**src/rtl/clock_period_monitor.sv**
```systemverilog
`default_nettype none
// ============================================================================
//  Module   : clock_period_monitor
//  Purpose  : Receive-side checker for a divided clock. Synchronizes the
//             monitored clock into the clock_in domain, measures every
//             half-period in clock_in cycles, declares lock after a run of
//             in-tolerance half-periods, counts bad half-periods and flags a
//             stalled clock.
//  Ports    : clock_in     - system clock, all logic on its rising edge
//             reset        - synchronous, active-low, clears all state
//             enable       - monitor enable (low forces IDLE)
//             sense_in     - monitored clock, asynchronous to clock_in
//             edge_pulse   - one-cycle pulse per synchronized edge (any polarity)
//             period_valid - one-cycle pulse when half_period is updated
//             half_period  - last measured half-period (clock_in cycles)
//             locked       - LOCK_COUNT or more consecutive good half-periods
//             stuck        - no edge seen for TIMEOUT cycles
//             err_count    - saturating count of bad half-periods
//  Revision : 1.0 - initial release
// ============================================================================
module clock_period_monitor #(
   parameter int HALF_PERIOD = 5,
   parameter int TOL         = 1,
   parameter int LOCK_COUNT  = 8,
   parameter int TIMEOUT     = 64,
   parameter int CNT_W       = 12
) (
   input  logic             clock_in,
   input  logic             reset,
   input  logic             enable,
   input  logic             sense_in,
   output logic             edge_pulse,
   output logic             period_valid,
   output logic [CNT_W-1:0] half_period,
   output logic             locked,
   output logic             stuck,
   output logic [7:0]       err_count
);

   // Tolerance window, one bit wider than the counter so HALF_PERIOD+TOL
   // can never wrap.
   localparam int               c_LO_I    = (HALF_PERIOD > TOL) ? (HALF_PERIOD - TOL) : 0;
   localparam int               c_HI_I    = HALF_PERIOD + TOL;
   localparam logic [CNT_W:0]   c_LO      = (CNT_W+1)'(c_LO_I);
   localparam logic [CNT_W:0]   c_HI      = (CNT_W+1)'(c_HI_I);
   localparam logic [CNT_W-1:0] c_TIMEOUT = CNT_W'(TIMEOUT);
   localparam logic [CNT_W-1:0] c_CNT_MAX = {CNT_W{1'b1}};
   localparam logic [7:0]       c_LOCK    = 8'(LOCK_COUNT);

   typedef enum logic [1:0] {
      S_IDLE    = 2'd0,
      S_SEEK    = 2'd1,
      S_MEASURE = 2'd2,
      S_LOCKED  = 2'd3
   } state_t;

   state_t           r_state, w_nxt_state;
   logic             r_s1, r_s2, r_s3;
   logic             r_edge_pulse;
   logic             r_pv, w_nxt_pv;
   logic [CNT_W-1:0] r_cnt, w_nxt_cnt;
   logic [CNT_W-1:0] r_hp, w_nxt_hp;
   logic [7:0]       r_run, w_nxt_run;
   logic [7:0]       r_err, w_nxt_err;
   logic             r_stuck, w_nxt_stuck;

   logic             w_edge;
   logic             w_good;
   logic             w_timeout;
   logic [CNT_W-1:0] w_cnt_inc;
   logic [7:0]       w_run_inc;
   logic [7:0]       w_err_inc;

   // s2 vs. its one-cycle history gives a pulse on either polarity.
   assign w_edge    = r_s2 ^ r_s3;
   // Judged on the pre-edge count, i.e. the length of the interval just ended.
   assign w_good    = ({1'b0, r_cnt} >= c_LO) && ({1'b0, r_cnt} <= c_HI);
   assign w_timeout = (r_cnt == c_TIMEOUT);
   assign w_cnt_inc = (r_cnt == c_CNT_MAX) ? r_cnt : (r_cnt + CNT_W'(1));
   assign w_run_inc = r_run + 8'd1;
   assign w_err_inc = (r_err == 8'hFF) ? r_err : (r_err + 8'd1);

   always_ff @(posedge clock_in) begin
      if (!reset) begin
         r_state      <= S_IDLE;
         r_s1         <= 1'b0;
         r_s2         <= 1'b0;
         r_s3         <= 1'b0;
         r_edge_pulse <= 1'b0;
         r_pv         <= 1'b0;
         r_cnt        <= '0;
         r_hp         <= '0;
         r_run        <= 8'd0;
         r_err        <= 8'd0;
         r_stuck      <= 1'b0;
      end else begin
         r_state      <= w_nxt_state;
         r_s1         <= sense_in;
         r_s2         <= r_s1;
         r_s3         <= r_s2;
         r_edge_pulse <= w_edge;
         r_pv         <= w_nxt_pv;
         r_cnt        <= w_nxt_cnt;
         r_hp         <= w_nxt_hp;
         r_run        <= w_nxt_run;
         r_err        <= w_nxt_err;
         r_stuck      <= w_nxt_stuck;
      end
   end

   always_comb begin
      w_nxt_state = r_state;
      w_nxt_pv    = 1'b0;
      w_nxt_cnt   = w_edge ? CNT_W'(1) : w_cnt_inc;
      w_nxt_hp    = r_hp;
      w_nxt_run   = r_run;
      w_nxt_err   = r_err;
      w_nxt_stuck = r_stuck;

      if (!enable) begin
         // Disable wins from any state; measurement history is kept.
         w_nxt_state = S_IDLE;
         w_nxt_cnt   = '0;
         w_nxt_run   = 8'd0;
         w_nxt_stuck = 1'b0;
      end else begin
         case (r_state)
            S_IDLE: begin
               w_nxt_state = S_SEEK;
               w_nxt_cnt   = '0;
               w_nxt_run   = 8'd0;
               w_nxt_stuck = 1'b0;
            end
            S_SEEK: begin
               if (w_edge) begin
                  // Interval before the first edge is partial: not measured.
                  w_nxt_state = S_MEASURE;
                  w_nxt_stuck = 1'b0;
               end else if (w_timeout) begin
                  w_nxt_stuck = 1'b1;
                  w_nxt_run   = 8'd0;
               end
            end
            S_MEASURE, S_LOCKED: begin
               if (w_edge) begin
                  w_nxt_pv = 1'b1;
                  w_nxt_hp = r_cnt;
                  if (w_good) begin
                     if (r_state == S_MEASURE) begin
                        w_nxt_run = w_run_inc;
                        if (w_run_inc >= c_LOCK) begin
                           w_nxt_state = S_LOCKED;
                        end
                     end
                  end else begin
                     w_nxt_state = S_MEASURE;
                     w_nxt_run   = 8'd0;
                     w_nxt_err   = w_err_inc;
                  end
               end else if (w_timeout) begin
                  // Edge has priority, so this only fires on a silent cycle.
                  w_nxt_state = S_SEEK;
                  w_nxt_stuck = 1'b1;
                  w_nxt_run   = 8'd0;
               end
            end
            default: begin
               w_nxt_state = S_IDLE;
            end
         endcase
      end
   end

   assign edge_pulse   = r_edge_pulse;
   assign period_valid = r_pv;
   assign half_period  = r_hp;
   assign locked       = (r_state == S_LOCKED);
   assign stuck        = r_stuck;
   assign err_count    = r_err;

endmodule
`default_nettype wire

```
**config.mk**
```make
export PLATFORM = sky130hd
export DESIGN_NAME = clock_period_monitor
export DESIGN_NICKNAME = d
export VERILOG_FILES = /design/src/rtl/clock_period_monitor.sv
export SDC_FILE = /design/constraint.sdc
export NUM_CORES = 1
export LEC_CHECK = 0
export ABC_AREA = 1
export CORE_MARGIN = 2
export CORE_UTILIZATION = 40
export DETAILED_ROUTE_END_ITERATION = 8
export PLACE_DENSITY = 0.72
export SLEW_MARGIN = 20
export SYNTH_ARGS = -nofsm -noshare
export SYNTH_HDL_FRONTEND = slang
export SYNTH_SLANG_ARGS = --single-unit
export TNS_END_PERCENT = 30
```
**constraint.sdc**
```tcl
create_clock -name clock_in -period 3.99 [get_ports clock_in]
set_input_delay 0.798 -clock clock_in [delete_from_list [all_inputs] [get_ports clock_in]]
set_output_delay 0.798 -clock clock_in [all_outputs]
set_load 0.01 [all_outputs]
```
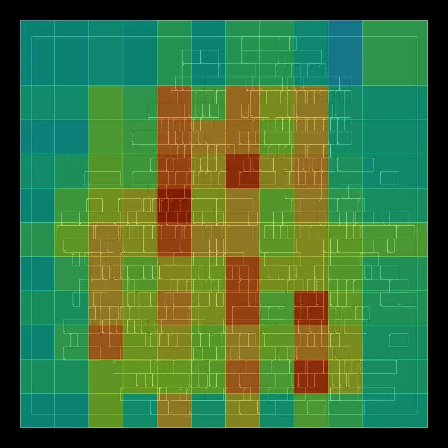
**Above:** routing congestion.
post-layout util: 0.483
met3 track utilization from global routing: 0.0359
GRT met2 Usage: 0.261

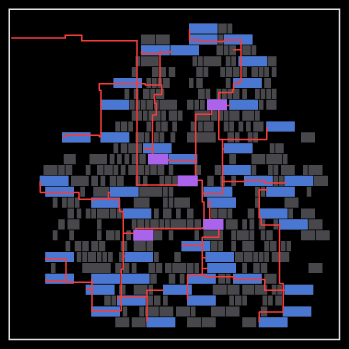
**Above:** routed clock nets over the placement.
(4 px per um)
[flip-flops] blue | count: 48
[cells driving clock nets] purple | count: 5
[clock wires] red | length: 577 um
routed clock nets	6
Clock Skew: 0.0101 ns
Clock power frac: 0.365
source-to-sink clock delay at the later pin of the worst-skew pair: 0.30 ns
Clk power: 0.306 mW

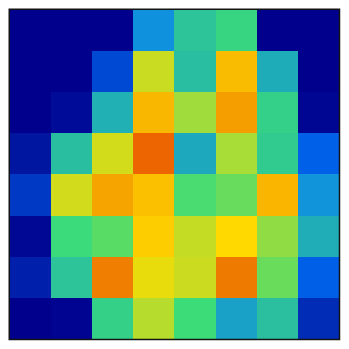
**Above:** local utilization.
(4 px per um) 8 x 8 tiles, from dark blue (low) to red (high), 0 to 100% covered.
mean over tiles	41%
tiles over 75% full	17%
nearly empty tiles	20%
fp_density: 0.413
area of the core region: 5920 um^2

==> results_slide.txt <==
Implementation Results

Run status
  • Result of the run: completed

Clocking
  • Number of buffers between clock root and the deepest sink: 2
  • Buffer cell driving the clock tree root: sky130_fd_sc_hd__clkbuf_8
  • Total clock buffers created by CTS: 5
  • Setup bufs post-CTS: 0
  • Clock tree from TritonCTS: built
  • Hold-fix buffer count after cts: 0
  • CTS Sinks: 48
  • Clock slew at the register clock pins of the worst setup and hold paths: 0.09 ns
  • Number of H-tree levels: 2
  • Post-CTS resize count: 0

Drt
  • Initial drt markers: between 100 and 150
  • Routed wire length: 5070 um
  • Antenna-violating nets left: 0
  • Average detailed-routed wire length per instance: 11.4 um
  • Per-cell via count in the routed design: 5.01
  • Number of remaining DRC errors: 0
  • Number of optimization iterations in the first detailed-route pass: 4
  • Total number of vias: 2230

Worst setup path
  • Largest driver fanout on the critical path: 14
  • Worst setup startpoint: enable
  • Startpoint type of the worst setup path: input port
  • Arrival time at the worst endpoint: 2.71 ns
  • Worst r2r src: r_state[1]$_SDFFE_PN0P_
  • Worst endpoint required time: 4.23 ns
  • Type of the worst setup path: in2reg
  • Worst Setup End Kind: flop

Cells and area
  • Fraction of layout cells with a size suffix above 1: 0.105
  • Diode count: 0
  • Area grow syn2layout: 17.1%
  • Layout filler cell count: 565
  • Final std cells w/o fill: 445
  • Number of nets in the finished design: 377

Synth
  • Syn. warnings: 0
  • Yosys Chip Area: 2440 um^2
  • Count of unique library cells instantiated by Yosys: 33
  • Top flip-flop cell by instance count after synthesis: sky130_fd_sc_hd__dfxtp_1
  • Asr flop ratio synth: 0
  • Share of Yosys cell area claimed by the top area cell type: 0.393
  • Register area share after synthesis: 0.393
  • Syn avg cell area: 7.12 um^2
  • Post-synth top cells: 86 x sky130_fd_sc_hd__nand2_1, 48 x sky130_fd_sc_hd__dfxtp_1, 36 x sky130_fd_sc_hd__inv_1
  • Count of library flops with an enable pin: 0
  • Top post-synthesis cells by area: sky130_fd_sc_hd__dfxtp_1 39%, sky130_fd_sc_hd__nand2_1 13%, sky130_fd_sc_hd__a21oi_1 7.0%, sky130_fd_sc_hd__inv_1 5.5%, sky130_fd_sc_hd__nand3_1 5.5%
  • Gate count of the mapped netlist: 343
  • Number of register bits inferred by synthesis: 48
  • Area of the mapped netlist: roughly 2400 um^2
  • Cell total in the yosys stat output: 343
  • Cell taking the most area after synthesis: sky130_fd_sc_hd__dfxtp_1
  • Most common cell in the netlist: sky130_fd_sc_hd__nand2_1
  • Synth Net Count: between 300 and 400

Global route
  • Global-route wire length before repair: 8520 um
  • Overall track demand over capacity in global routing: 0.161
  • Maximum number of pins on one net before global-route repair: 21
  • Initial antenna violation count: 0
  • Number of global-route vias before repair: 1883
  • Leftover overflow at the end of global routing: 0

Final timing
  • Number of setup violations in the final report: 0
  • Top achievable clock speed: 404 MHz
  • Final hold violation count: 0
  • Relative max-transition margin: 0.579
  • Number of max-slew violations in the final report: 0
  • Worst-Margin Slew: around 0.63 ns
  • Setup repair after global routing missed its margin: no
  • Share of the clock period used by the worst path: 0.620
  • TNS Setup: 0 ns
  • Clock period minus final worst setup slack: roughly 2.5 ns

Die
  • Die Outline Area: between 6000 and 7000 um^2
  • Core Rows: 28
  • Top Ports: 28
  • Die Wd: 82.2 um
  • Die Span Y: ~82 um

Pwr
  • P_leak: 1.20 nW
  • Total power per unit cell area: between 200 and 300 nW/um^2
  • Worst voltage drop across the vdd grid: 133 uV

Place
  • Half-perimeter wire length after detailed placement: 3700 um
  • Gp weighted congestion: 0.852
  • Dpl cells: 437
  • PortBufs: 27

Run
  • Number of OpenROAD warnings: 27
  • Max-cap viol count: 0

Min path
  • Type of the worst min-delay path: reg2reg
  • Worst Min Path Start: r_s1$_SDFF_PN0_
final timing paths:
| path | to | slack (ns) | depth (start not counted) |
|---|---|---|---|
| setup / recovery | r_cnt[8]$_SDFFE_PP0P_ | 1.51 | 7 |
| hold / removal | r_s2$_SDFF_PN0_ | 0.44 | 2 |
| setup reg to reg | err_count[6]$_SDFFE_PN0P_ | 2.26 | 8 |
| hold reg to reg | r_s2$_SDFF_PN0_ | 0.44 | 2 |
registers in the layout (all words and copies together) (netlist names):
name and flops:
half_period 12, r_cnt 12, err_count 8, r_run 8, r_state 2, edge_pulse 1, period_valid 1, r_s1 1
r_s2 1, r_s3 1, stuck 1
critical path, cell delays in order:
cell	delay (ns)
sky130_fd_sc_hd__clkdlybuf4s50_1	0.81
sky130_fd_sc_hd__nand2_1	0.33
sky130_fd_sc_hd__inv_1	0.25
sky130_fd_sc_hd__nand2_1	0.14
sky130_fd_sc_hd__inv_2	0.15
sky130_fd_sc_hd__o21ai_0	0.10
sky130_fd_sc_hd__a21oi_1	0.12
power by group:
part | internal [mW] | switching [mW]
clock | 0.142 | 0.164
combinational | 0.0142 | 0.0314
sequential | 0.482 | 0.00396
total | 0.639 | 0.200
metal layers:
layer  vias up  GRT usage  part of all wire
met1      1025      0.214              0.48
li1       1152          -                 -
met5         -          0                 0
met2        48      0.261              0.46
met3         5     0.0359             0.050
met4         0     0.0500             0.010
metrics by stage:
stage	worst slack (ns)	total power [mW]	hold slack, ns	area, um^2
global route	1.28	0.876	0.452	2860
floorplan	2.46	0.530	0.390	2440
finish	1.51	0.838	0.437	2860
detailed placement	1.23	0.543	0.395	2760
global placement	1.34	0.543	0.410	2760
CTS	1.54	0.846	0.432	2860
kinds of logic (layout without fill, tap and decap cells):
logic type,count (synthesis),after routing,share of synthesized area
AND/OR/NAND/NOR,178,178,0.355
buffers and inverters,54,81,0.0911
AND-OR/OR-AND,49,49,0.104
flip-flops,48,48,0.393
XOR/XNOR,10,10,0.0358
adder cells (fa/ha/maj),4,4,0.0205
layout make-up:
class,instances,area (um^2),area share
timing repair buffer,27,270,0.0945
inverter,46,179,0.0626
tap,75,93.8,0.0328
clock inverter,2,13.8,0.00481
clock buffer,6,82.6,0.0289
multi-input combinational,241,1260,0.441
sequential,48,961,0.336
layout by cell type (no fill, tap or decap), types with 5 or more instances in the layout:
cell,instances
sky130_fd_sc_hd__nand2_1,86
sky130_fd_sc_hd__dfxtp_1,48
sky130_fd_sc_hd__inv_1,36
sky130_fd_sc_hd__a21oi_1,34
sky130_fd_sc_hd__nor2_1,32
sky130_fd_sc_hd__nand3_1,27
sky130_fd_sc_hd__clkdlybuf4s50_1,27
sky130_fd_sc_hd__o21ai_0,9
sky130_fd_sc_hd__nand4_1,8
sky130_fd_sc_hd__inv_2,8
sky130_fd_sc_hd__xor2_1,6
sky130_fd_sc_hd__clkbuf_8,6
sky130_fd_sc_hd__nand2_2,5
Power is estimated from default activity; no workload was simulated.
